--- src/rtl/alu_seq_if.sv ---
// Operand/result bundle between the register-file read ports and the ALU.
interface alu_seq_if #(
    parameter int unsigned WIDTH = 24
);
    logic             Start;
    logic [WIDTH-1:0] A;
    logic [WIDTH-1:0] B;
    logic             AInvert;
    logic             BInvert;
    logic [2:0]       Op;
    logic [WIDTH-1:0] Result;
    logic             Zero;
    logic             CarryOut;
    logic             Overflow;
    logic             Busy;
    logic             Done;

    modport master (
        output Start, A, B, AInvert, BInvert, Op,
        input  Result, Zero, CarryOut, Overflow, Busy, Done
    );

    modport slave (
        input  Start, A, B, AInvert, BInvert, Op,
        output Result, Zero, CarryOut, Overflow, Busy, Done
    );
endinterface

--- src/rtl/alu_seq.sv ---
// WIDTH-bit ALU with registered result and flags; single-cycle logic/add ops
// and a WIDTH-cycle shift-add unsigned multiply.
module alu_seq #(
    parameter int unsigned WIDTH  = 24,
    parameter int unsigned MUL_EN = 1
) (
    input  logic     Clock,
    input  logic     ResetN,
    alu_seq_if.slave bus
);
    localparam int unsigned CW = $clog2(WIDTH + 1);

    localparam logic [2:0] OpAnd = 3'd0;
    localparam logic [2:0] OpOr  = 3'd1;
    localparam logic [2:0] OpAdd = 3'd2;
    localparam logic [2:0] OpSlt = 3'd3;
    localparam logic [2:0] OpXor = 3'd4;
    localparam logic [2:0] OpMul = 3'd5;

    typedef enum logic [0:0] {StIdle, StMulRun} state_e;

    state_e             r_state, w_state_d;
    logic [WIDTH-1:0]   r_result, w_result_d;
    logic               r_zero;
    logic               r_carry, w_carry_d;
    logic               r_ovf, w_ovf_d;
    logic               r_done, w_done_d;
    logic [2*WIDTH-1:0] r_mcand, w_mcand_d;
    logic [2*WIDTH-1:0] r_acc, w_acc_d;
    logic [WIDTH-1:0]   r_mplier, w_mplier_d;
    logic [CW-1:0]      r_count, w_count_d;

    logic [WIDTH-1:0]   w_ma, w_mb;
    logic [WIDTH:0]     w_sum;
    logic               w_add_ovf;
    logic               w_is_mul;
    logic [2*WIDTH-1:0] w_acc_add;

    // Operand conditioning, shared adder and the multiply accumulate step
    always_comb begin
        w_ma      = bus.AInvert ? ~bus.A : bus.A;
        w_mb      = bus.BInvert ? ~bus.B : bus.B;
        w_sum     = {1'b0, w_ma} + {1'b0, w_mb} + {{WIDTH{1'b0}}, bus.BInvert};
        w_add_ovf = (w_ma[WIDTH-1] == w_mb[WIDTH-1]) && (w_sum[WIDTH-1] != w_ma[WIDTH-1]);
        w_is_mul  = (MUL_EN != 0) && (bus.Op == OpMul);
        // Multiplicand is pre-shifted each step, so it already sits at the step index
        w_acc_add = r_acc + (r_mplier[0] ? r_mcand : '0);
    end

    // Next-state and next-result selection
    always_comb begin
        w_state_d  = r_state;
        w_result_d = r_result;
        w_carry_d  = r_carry;
        w_ovf_d    = r_ovf;
        w_done_d   = 1'b0;
        w_mcand_d  = r_mcand;
        w_mplier_d = r_mplier;
        w_acc_d    = r_acc;
        w_count_d  = r_count;

        case (r_state)
            StIdle: begin
                if (bus.Start) begin
                    if (w_is_mul) begin
                        w_mcand_d  = {{WIDTH{1'b0}}, w_ma};
                        w_mplier_d = w_mb;
                        w_acc_d    = '0;
                        w_count_d  = CW'(WIDTH);
                        w_state_d  = StMulRun;
                    end else begin
                        w_done_d  = 1'b1;
                        w_carry_d = 1'b0;
                        w_ovf_d   = 1'b0;
                        case (bus.Op)
                            OpAnd: w_result_d = w_ma & w_mb;
                            OpOr:  w_result_d = w_ma | w_mb;
                            OpXor: w_result_d = w_ma ^ w_mb;
                            OpAdd: begin
                                w_result_d = w_sum[WIDTH-1:0];
                                w_carry_d  = w_sum[WIDTH];
                                w_ovf_d    = w_add_ovf;
                            end
                            OpSlt: begin
                                // True sign of the subtract, corrected for overflow
                                w_result_d = {{(WIDTH-1){1'b0}}, w_sum[WIDTH-1] ^ w_add_ovf};
                                w_carry_d  = w_sum[WIDTH];
                                w_ovf_d    = w_add_ovf;
                            end
                            default: w_result_d = '0;
                        endcase
                    end
                end
            end
            StMulRun: begin
                w_acc_d    = w_acc_add;
                w_mcand_d  = r_mcand << 1;
                w_mplier_d = r_mplier >> 1;
                w_count_d  = r_count - CW'(1);
                if (r_count == CW'(1)) begin
                    w_state_d  = StIdle;
                    w_result_d = w_acc_add[WIDTH-1:0];
                    w_ovf_d    = |w_acc_add[2*WIDTH-1:WIDTH];
                    w_carry_d  = 1'b0;
                    w_done_d   = 1'b1;
                end
            end
            default: w_state_d = StIdle;
        endcase
    end

    // State, datapath and registered outputs
    always_ff @(posedge Clock or negedge ResetN) begin
        if (!ResetN) begin
            r_state  <= StIdle;
            r_result <= '0;
            r_zero   <= 1'b0;
            r_carry  <= 1'b0;
            r_ovf    <= 1'b0;
            r_done   <= 1'b0;
            r_mcand  <= '0;
            r_mplier <= '0;
            r_acc    <= '0;
            r_count  <= '0;
        end else begin
            r_state  <= w_state_d;
            r_result <= w_result_d;
            r_zero   <= (w_result_d == '0);
            r_carry  <= w_carry_d;
            r_ovf    <= w_ovf_d;
            r_done   <= w_done_d;
            r_mcand  <= w_mcand_d;
            r_mplier <= w_mplier_d;
            r_acc    <= w_acc_d;
            r_count  <= w_count_d;
        end
    end

    assign bus.Result   = r_result;
    assign bus.Zero     = r_zero;
    assign bus.CarryOut = r_carry;
    assign bus.Overflow = r_ovf;
    assign bus.Busy     = (r_state == StMulRun);
    assign bus.Done     = r_done;
endmodule

--- src/flat_wrapper.sv ---
// flat-port wrapper written by rule: the top's interface ports become plain ports
module alu_seq_flat 
#(
    parameter int unsigned WIDTH  = 24,
    parameter int unsigned MUL_EN = 1
)
  (Clock, ResetN, bus_Start, bus_A, bus_B, bus_AInvert, bus_BInvert, bus_Op, bus_Result, bus_Zero, bus_CarryOut, bus_Overflow, bus_Busy, bus_Done);
  alu_seq_if #(.WIDTH(WIDTH)) bus_i ();
  input  logic Clock;
  input  logic ResetN;
  input wire logic [$bits(bus_i.Start)-1:0] bus_Start;
  input wire logic [$bits(bus_i.A)-1:0] bus_A;
  input wire logic [$bits(bus_i.B)-1:0] bus_B;
  input wire logic [$bits(bus_i.AInvert)-1:0] bus_AInvert;
  input wire logic [$bits(bus_i.BInvert)-1:0] bus_BInvert;
  input wire logic [$bits(bus_i.Op)-1:0] bus_Op;
  output wire logic [$bits(bus_i.Result)-1:0] bus_Result;
  output wire logic [$bits(bus_i.Zero)-1:0] bus_Zero;
  output wire logic [$bits(bus_i.CarryOut)-1:0] bus_CarryOut;
  output wire logic [$bits(bus_i.Overflow)-1:0] bus_Overflow;
  output wire logic [$bits(bus_i.Busy)-1:0] bus_Busy;
  output wire logic [$bits(bus_i.Done)-1:0] bus_Done;
  assign bus_i.Start = bus_Start;
  assign bus_i.A = bus_A;
  assign bus_i.B = bus_B;
  assign bus_i.AInvert = bus_AInvert;
  assign bus_i.BInvert = bus_BInvert;
  assign bus_i.Op = bus_Op;
  assign bus_Result = bus_i.Result;
  assign bus_Zero = bus_i.Zero;
  assign bus_CarryOut = bus_i.CarryOut;
  assign bus_Overflow = bus_i.Overflow;
  assign bus_Busy = bus_i.Busy;
  assign bus_Done = bus_i.Done;
  alu_seq #(.WIDTH(WIDTH), .MUL_EN(MUL_EN)) u_core (.Clock(Clock), .ResetN(ResetN), .bus(bus_i));
endmodule
--- config.mk ---
export PLATFORM = sky130hd
export DESIGN_NAME = alu_seq_flat
export DESIGN_NICKNAME = d
export VERILOG_FILES = /design/src/rtl/alu_seq_if.sv /design/src/rtl/alu_seq.sv /design/src/flat_wrapper.sv
export SDC_FILE = /design/constraint.sdc
export NUM_CORES = 1
export LEC_CHECK = 0
export CORE_MARGIN = 1
export CORE_UTILIZATION = 50
export CTS_CLUSTER_SIZE = 28
export DETAILED_ROUTE_END_ITERATION = 10
export PLACE_DENSITY_LB_ADDON = 0.2
export REMOVE_ABC_BUFFERS = 1
export SYNTH_ARGS = -nofsm -noshare
export SYNTH_HDL_FRONTEND = slang
export SYNTH_SLANG_ARGS = --single-unit
--- constraint.sdc ---
create_clock -name Clock -period 13.4 [get_ports Clock]
set_clock_uncertainty 0.1 [all_clocks]
set_input_delay 2.68 -clock Clock [delete_from_list [all_inputs] [get_ports Clock]]
set_output_delay 2.68 -clock Clock [all_outputs]
set_load 0.01 [all_outputs]
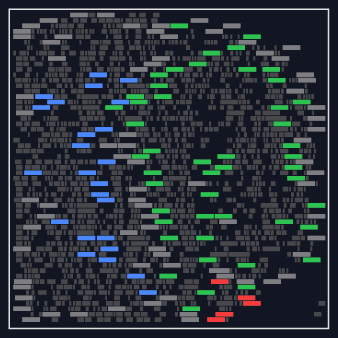
Figure 1: register map, names as in the netlist.
Scale: 2 px per um. Other sequential cells in the stronger gray, the rest of the logic in the fainter gray.
name in the netlist	color	flops
u_core.r_count	red	5
u_core.bus.Result	blue	24
u_core.r_acc	green	48
not colored	77

==> run summary <==
Notes on the flow run.

- The flow ran to the end, and the final reports show no timing, DRC or antenna violations.
- On the critical path the data arrives at 7810 ps.
- The number of pins exceeding their max-slew limit in the final report is 0, for reference.
- After synthesis, the design contains approximately 1600 cells according to Yosys.
- For the worst setup path, the data required time is 13650 ps.
- The post-CTS setup repair buffer count is 0, for reference.
- Summed over all failing endpoints, the final setup total negative slack is 0 ps.
- By count the netlist is led by 228 x sky130_fd_sc_hd__nand2_1, 168 x sky130_fd_sc_hd__o21ai_0, 154 x sky130_fd_sc_hd__dfrtp_1.
- The register share after synthesis is 31.3%, for reference.
- The number of gates resized after CTS is 0, for reference.
- STA on the placed design reports a worst setup slack of 5450 ps.
- The share of Yosys cell area claimed by the top area cell type is 31.3%, for reference.
- The number of clock buffers added by TritonCTS is 17.
- Among logic cells in the layout, the one with the most instances is sky130_fd_sc_hd__nand2_1.
- Registers are responsible for 32.9% of the overall power.
- The script parses the final routing iteration and logs DRC violations as 0.
- The number of placed instances, taps included, is between 1500 and 2000.
- The number of hold buffers added after CTS was 0.
- The via count of the first global-routing pass is 11000, for reference.
- The clock tree root buffer cell is sky130_fd_sc_hd__clkbuf_16, for reference.
- The share of cells above drive strength 1 is 4.03%, for reference.
- The die covers 25300 sq um.
- Detailed routing inserted a total of 11400 vias.
- In this run the tool buffered the top-level ports with 84 buffer cells.
- The buffer depth of the longest clock path is 2, for reference.
- The remaining global-route overflow is 0, for reference.
- Of all cell types, the one taking the most synthesized area is sky130_fd_sc_hd__dfrtp_1.
- The share of flip-flops with an asynchronous set or reset after synthesis is 100%, for reference.
- The net switching share of the total power is 42.1%, for reference.
- The count of antenna diodes in the layout is 0, for reference.
- Once routing completed, OpenROAD measured the worst setup slack at 5840 ps.
- The boundary pin count is ~85, for reference.
- The initialized floorplan defines 57 standard-cell rows.
- Per the detailed placement report, the placed cell area equals ~13000 sq um.
- The clock network power share is between 20% and 30%, for reference.
- The reported max-cap violation count is 0, for reference.
- The worst VDD IR drop from the latest analysis is just over 0.09 mV.
- Entering global routing, the biggest net connects 100 pins.
- The routed length on met3 is 1.63 mm, for reference.
- The worst min-delay path class is reg2reg, for reference.
- The post-route report lists met1 wire length as approximately 16 mm.
- The initial antenna violation count is 0, for reference.
- The initial cell density of the core is 50.8%, for reference.
- The layout-stage area growth over the synthesis result is 13.0%, for reference.
- The worst path uses between 50 and 60% of the clock period.
- The global-route usage over all layers is 28.1%, for reference.
- The clock transition at the registers of the reported paths is 70 ps, for reference.
- The count of cells in the finished layout, fillers not included, comes to 1912.
- Per report_power, the combinational group accounts for 44.1% of the total.
- TritonCTS reports the number of clock sinks as 154.
- For this design the total switching power over the nets is between 0.0009 and 0.001 W.
- For the pin with the worst max-slew slack, the measured transition is 1040 ps.
- Once iteration 0 of detailed routing completed, the report listed 830 DRC markers.
- The synthesis report lists the most area-consuming cells as sky130_fd_sc_hd__dfrtp_1 31%, sky130_fd_sc_hd__ha_1 9.8%, sky130_fd_sc_hd__nand2_1 7.0%.
- From left edge to right edge, the die measures 159 um.
- Setup repair after global routing left no endpoint under its margin.
- The internal power is 0.00135 W, for reference.
- The tool warning count for the run is around 49.
- The kind of critical path is in2reg, for reference.
- Warnings reported by Yosys during synthesis add up to 0.
- Setup violations remaining at the end of the flow were counted as 0.
- The relative max-transition margin is 30.8%, for reference.
- The number of vias per cell is 5.95, for reference.
- Averaged over all synthesized cells, the footprint is 7.90 sq um.
- Per the detail_route report, routed wire per instance is 18.1 um.
- The top routing layer in use is met4, for reference.
- The power per standard cell area is between 150 and 200 nW/um^2, for reference.
- Along the worst path, the maximum fanout reaches 24.
- Note, the detailed placer reported a final HPWL of 25.0 mm.
- Derived from the worst setup path, the maximum achievable clock frequency is approximately 130 MHz.
- The CTS tree is yes, for reference.
- At the end of the flow, the number of nets in the layout was 1729.
- The wire length on met2 is 16.5 mm, for reference.
- The worst setup path is launched from an input port.
- The first global-routing pass estimated 57.6 mm of wire.
- Ranking logic cells in the layout by count gives the top entries 228 x sky130_fd_sc_hd__nand2_1, 168 x sky130_fd_sc_hd__o21ai_0, 153 x sky130_fd_sc_hd__dfrtp_1, 132 x sky130_fd_sc_hd__a21oi_1, 114 x sky130_fd_sc_hd__nor2_1.
- Synthesis produced a netlist whose cell count is 1558.
- The worst setup path is captured at a flip-flop.
- In the Yosys stats the netlist draws on between 70 and 80 distinct library cells.
- The smallest clock period supported by the final layout is computed as 7560 ps.
- The chip area line in the Yosys stat output reads 12300 sq um.
- Once layout is done, the placed cells without fillers occupy approximately 14000 sq um.
- The remaining antenna violation count after routing is 0, for reference.
- The main flop type is sky130_fd_sc_hd__dfrtp_1, for reference.
- The total iterations of the first detailed-routing run is 6, for reference.
- In this run the cell area of the synthesized design comes to 12300 sq um.
- The number of storage elements in the synthesis netlist is 154, for reference.
- The core outline area is 24200 sq um, for reference.
- The most frequent cell after synthesis is sky130_fd_sc_hd__nand2_1, for reference.
- The leakage component of the power was reported as a little over 6 nW.
- For this block, the routed nets add up to 34.7 mm of wire.
- Routability-driven placement finished with a final weighted congestion of about 0.95.
- The die is between 150 and 200 um tall.
- As reported, the later end of the worst-skew pair has a clock insertion delay of 440 ps.
- The minimum hold slack is 388 ps, for reference.
- The post-synth count of flops with an enable pin is 0.
- The number of hold-slack violations in the final timing report is 0, for reference.
- Looking at the clock tree report, the H-tree level count equals 4.
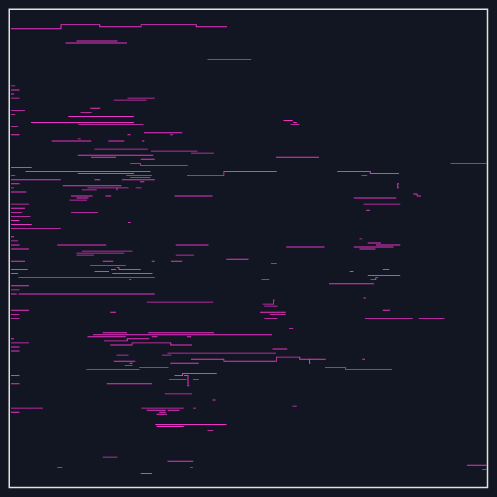
Figure 2: M3 wires.
Scale: 3 px per um.
wire length on this layer	1630 um
nets with wire on the layer	137
longest straight run	59.3 um

stage by stage:
step                power (W)  utilization (%)
global route          0.00249             57.4
CTS                   0.00233             57.4
global placement      0.00177             54.7
finish                0.00233             57.4
floorplan             0.00142                -
detailed placement    0.00179             54.7
per-layer routing:
layer	up-vias	GRT usage, %
met5	-	0
met4	0	7.30
met3	47	3.79
met2	304	46.8
met1	5479	38.4
li1	5537	-
final timing paths:
check | cells past startpoint | end | slack [ps] | startpoint
max | 16 | u_core.bus.Zero | 5840 | bus_AInvert
max in group asynchronous | 2 | u_core.r_acc[16] | 9510 | ResetN
min reg2reg | 2 | u_core.r_mplier[3] | 390 | u_core.r_mplier[4]
max reg2reg | 14 | u_core.bus.Zero | 7990 | u_core.r_mplier[0]
min | 2 | u_core.r_mplier[3] | 390 | u_core.r_mplier[4]
min in group asynchronous | 1 | u_core.r_mcand[1] | 2170 | ResetN
layout make-up:
class                   count  area, sq um
fillers                  2324        10300
multi-input cells        1230         7800
flip-flops and latches    154         3860
repair buffers             96          922
clock buffers              18          439
well taps                 324          405
inverters                  76          285
clock inverters            14          200
worst max-delay path, stage by stage:
cell                              delay [ps]
sky130_fd_sc_hd__clkdlybuf4s50_1         450
sky130_fd_sc_hd__buf_4                   400
sky130_fd_sc_hd__xnor2_1                 260
sky130_fd_sc_hd__inv_1                   140
sky130_fd_sc_hd__fa_1                    460
sky130_fd_sc_hd__a21o_1                  180
sky130_fd_sc_hd__a21oi_1                 290
sky130_fd_sc_hd__o21ai_0                 250
sky130_fd_sc_hd__a21o_1                  260
sky130_fd_sc_hd__a31oi_1                 270
sky130_fd_sc_hd__xnor2_1                 100
sky130_fd_sc_hd__a221o_1                 380
sky130_fd_sc_hd__or4_1                   540
sky130_fd_sc_hd__or4_1                   470
sky130_fd_sc_hd__or4b_1                  510
sky130_fd_sc_hd__nor4_2                  140
flip-flops by register name (all words and copies together) (netlist names):
name	cells
u_core.r_mcand	48
u_core.bus.Done	1
u_core.bus.Result	24
u_core.bus.Overflow	1
u_core.bus.Zero	1
u_core.r_count	5
u_core.bus.CarryOut	1
u_core.r_mplier	24
u_core.bus.Busy	1
u_core.r_acc	48
logic make-up (layout without fill, tap and decap cells):
logic type / after synthesis / after routing / synth area share [%]
AND/OR/NAND/NOR: 507 / 507 / 18.8
AND-OR/OR-AND: 492 / 492 / 24.6
buffers and inverters: 174 / 204 / 5.45
flip-flops: 154 / 154 / 31.3
XOR/XNOR: 106 / 106 / 7.54
adder cells (fa/ha/maj): 98 / 98 / 10.1
multiplexers: 27 / 27 / 2.21
power by group through the flow:
stage               clock (W)  combinational [W]  sequential, W
floorplan                   0           0.000639       0.000783
global placement            0            0.00100       0.000767
detailed placement          0            0.00102       0.000769
CTS                  0.000542            0.00102       0.000763
global route         0.000559            0.00115       0.000783
finish               0.000535            0.00103       0.000766
No activity file was given, so power comes from the tool's default toggle rates.
